Clock wiring as the flow saved it:
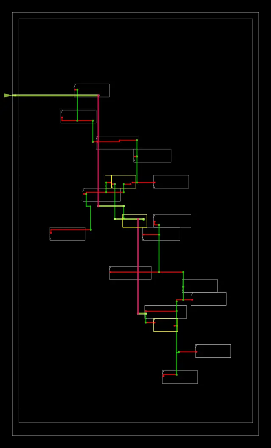
Pin map:
Pins as bars across the die edge, other pins in gray.
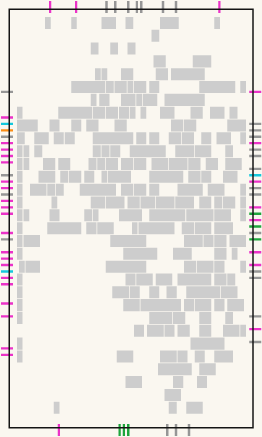
### src/rtl/mc_control_fsm.sv
`default_nettype none
// +--------------------------------------------------------------------------+
// | mc_control_fsm: multicycle FETCH/DECODE/EXEC/MEM/WB control unit with    |
// | ready handshakes, minimum MEM dwell, HALT/unstop. Optional: PERF_CNT_EN  |
// | Revision: 1.0 - initial release                                          |
// +--------------------------------------------------------------------------+
module mc_control_fsm #(
  parameter int                OPC_W    = 6,
  parameter int                FUNC_W   = 4,
  parameter int                MEM_WAIT = 2,
  parameter logic [OPC_W-1:0]  HALT_OPC = 6'b011110,
  parameter int                CNT_W    = 32
) (
  input  logic              clk,
  input  logic              rst,
  input  logic              unstop,
  input  logic [OPC_W-1:0]  opcode,
  input  logic [FUNC_W-1:0] func,
  input  logic              imem_rdy,
  input  logic              dmem_rdy,
  output logic              irLd,
  output logic [2:0]        brOp,
  output logic [3:0]        aluOp,
  output logic [1:0]        regISel,
  output logic              BSel,
  output logic              wrRegSel,
  output logic              sgnExt,
  output logic              isMV,
  output logic              memRd,
  output logic              memWr,
  output logic              regRd,
  output logic              regWr,
  output logic              incPC,
  output logic              halted,
  output logic [2:0]        state_o,
  output logic [CNT_W-1:0]  instr_cnt
);

  localparam logic [2:0] c_RESET  = 3'd7;
  localparam logic [2:0] c_FETCH  = 3'd0;
  localparam logic [2:0] c_DECODE = 3'd1;
  localparam logic [2:0] c_EXEC   = 3'd2;
  localparam logic [2:0] c_MEM    = 3'd3;
  localparam logic [2:0] c_WB     = 3'd5;
  localparam logic [2:0] c_HALT   = 3'd6;

  localparam int            c_CW        = (MEM_WAIT > 1) ? $clog2(MEM_WAIT) : 1;
  localparam logic [c_CW-1:0] c_WAIT_LAST = c_CW'(MEM_WAIT - 1);

  logic [2:0]        r_state;
  logic [2:0]        w_nextState;
  logic [OPC_W-1:0]  r_opQ;
  logic [FUNC_W-1:0] r_funcQ;
  logic [c_CW-1:0]   r_waitCnt;
  logic              r_fromHalt;

  logic w_i0, w_i17, w_i18, w_i19, w_i28;

  assign w_i0  = (r_opQ == '0);
  assign w_i17 = (r_opQ == OPC_W'(17));
  assign w_i18 = (r_opQ == OPC_W'(18));
  assign w_i19 = (r_opQ == OPC_W'(19));
  assign w_i28 = (r_opQ == OPC_W'(28));

  always_ff @(posedge clk) begin
    if (rst) begin
      r_state <= c_RESET;
    end else begin
      r_state <= w_nextState;
    end
  end

  always_comb begin
    w_nextState = c_FETCH;
    case (r_state)
      c_RESET:  w_nextState = c_FETCH;
      c_FETCH:  w_nextState = imem_rdy ? c_DECODE : c_FETCH;
      c_DECODE: w_nextState = ((opcode == HALT_OPC) && !unstop) ? c_HALT : c_EXEC;
      c_EXEC:   w_nextState = (w_i18 || w_i19) ? c_MEM : c_WB;
      c_MEM:    w_nextState = ((r_waitCnt == c_WAIT_LAST) && dmem_rdy) ? c_WB : c_MEM;
      c_WB:     w_nextState = c_FETCH;
      c_HALT:   w_nextState = unstop ? c_WB : c_HALT;
      default:  w_nextState = c_FETCH;
    endcase
  end

  // r_fromHalt marks the WB that follows HALT, where op_q still holds the
  // previous instruction and must not write the register file.
  always_ff @(posedge clk) begin
    if (rst) begin
      r_opQ      <= '0;
      r_funcQ    <= '0;
      r_waitCnt  <= '0;
      r_fromHalt <= 1'b0;
    end else begin
      if ((r_state == c_DECODE) && (w_nextState == c_EXEC)) begin
        r_opQ   <= opcode;
        r_funcQ <= func;
      end
      if (r_state != c_MEM) begin
        r_waitCnt <= '0;
      end else if (r_waitCnt != c_WAIT_LAST) begin
        r_waitCnt <= r_waitCnt + 1'b1;
      end
      r_fromHalt <= (r_state == c_HALT);
    end
  end

  always_comb begin
    irLd     = 1'b0;
    regRd    = 1'b0;
    memRd    = 1'b0;
    memWr    = 1'b0;
    regWr    = 1'b0;
    incPC    = 1'b0;
    halted   = 1'b0;
    state_o  = r_state;
    brOp     = r_opQ[5] ? r_opQ[2:0] : 3'd0;
    aluOp    = w_i0 ? 4'(r_funcQ) : r_opQ[3:0];
    regISel  = {w_i17 | w_i28, w_i17 | w_i18};
    BSel     = w_i0 | w_i28;
    wrRegSel = w_i0 | w_i28;
    sgnExt   = r_opQ[5] | (r_opQ[4] & r_opQ[3]);
    isMV     = w_i28;
    case (r_state)
      c_FETCH: irLd  = 1'b1;
      c_EXEC:  regRd = 1'b1;
      c_MEM: begin
        memRd = w_i18;
        memWr = w_i19;
      end
      c_WB: begin
        regWr = (~r_opQ[4] | w_i17 | w_i18 | w_i28) & ~r_fromHalt;
        incPC = 1'b1;
      end
      c_HALT:  halted = 1'b1;
      default: ;
    endcase
  end

`ifdef PERF_CNT_EN
  logic [CNT_W-1:0] r_instrCnt;

  always_ff @(posedge clk) begin
    if (rst) begin
      r_instrCnt <= '0;
    end else if (r_state == c_WB) begin
      r_instrCnt <= r_instrCnt + 1'b1;
    end
  end

  assign instr_cnt = r_instrCnt;
`else
  assign instr_cnt = '0;
`endif

endmodule
`default_nettype wire

### config.mk
export PLATFORM = sky130hd
export DESIGN_NAME = mc_control_fsm
export DESIGN_NICKNAME = d
export VERILOG_FILES = /design/src/rtl/mc_control_fsm.sv
export SDC_FILE = /design/constraint.sdc
export NUM_CORES = 1
export LEC_CHECK = 0
export ABC_CLOCK_PERIOD_IN_PS = 1600
export CORE_ASPECT_RATIO = 1.75
export CORE_UTILIZATION = 28
export DETAILED_ROUTE_END_ITERATION = 8
export HOLD_SLACK_MARGIN = 0.08
export PLACE_DENSITY = 0.68
export SYNTH_ARGS = -nofsm -noshare
export SYNTH_HDL_FRONTEND = slang
export SYNTH_SLANG_ARGS = --single-unit
### constraint.sdc
create_clock -name clk -period 1.6 [get_ports clk]
set_input_delay 0.32 -clock clk [delete_from_list [all_inputs] [get_ports clk]]
set_output_delay 0.32 -clock clk [all_outputs]
set_load 0.01 [all_outputs]
==> results.cfg <==
; flow metrics
[run_status]
status = finished with violations
violations = negative setup slack

[floorplanning]
ios = 70
die_x_um = 51.4

[critical_path]
critPathKind = reg2out
cp-start-kind = flop
rr_worst_depth = 5
cp_max_fo = 3
r2r_end = r_opQ[1]
crit_required_ps = 1280
crit_start = r_opQ[1]

[logic_synthesis]
syn_inst = 142
ys_cells = 142
ff_type = dfxtp_1
yosysTopAreaCell = dfxtp_1
synthDistinctLibCells = 40
edf_count = 0
postSynthSeqShare_pct = 25.1
synth_top_cell_by_count = buf_4
yosys-top-cells-area = dfxtp_1 (25%), buf_4 (21%), nand2b_1 (9.9%)
ys.warnings.count = 0

[clock_network]
cts_resized = 76
root_buffer = clkbuf_8
cts_buffer_depth = 2
cts_sinks = 15
cts_tree = built
clk_pin_slew_ps = 60
htreeDepth = 1

[flow_run]
tool_warnings = 29

[global_routing]
gr-usage-met1_pct = 12.8
busiest_layer = met2

[layout]
postLayoutCoreUtil_pct = 44.0
logic_area_sq_um = 763
n_all_buffers = 71
seq_share_pct = 17.5

[routing]
wl_met1_um = 1040

[power_and_ir_drop]
p_comb_mw = 0.415
power_per_cell_area_nw_per_um2 = 630
switchingPower_mw = 0.337

[timing]
finalSetupViolCount = 13
setup_ws_ps = -432
## Picture notes: 'clock wiring as the flow saved it'
Flops: 15
clk_lat worst skew: 250 ps
Power Clock: 0.309 mW

## Picture notes: 'pin map'
- cyan: state_o (pins 3; direction output; edge 2 left, 1 right)
- green: opcode (pins 6; direction input; edge 3 right, 3 bottom)
- orange: irLd (pins 1; direction output; edge left)
- magenta: instr_cnt (pins 32; direction output; edge 20 left, 8 right, 3 top, 1 bottom)
tally of buffers added on design ports: 37
Die Span Y: 88.4 um

Power is estimated from default activity; no workload was simulated.
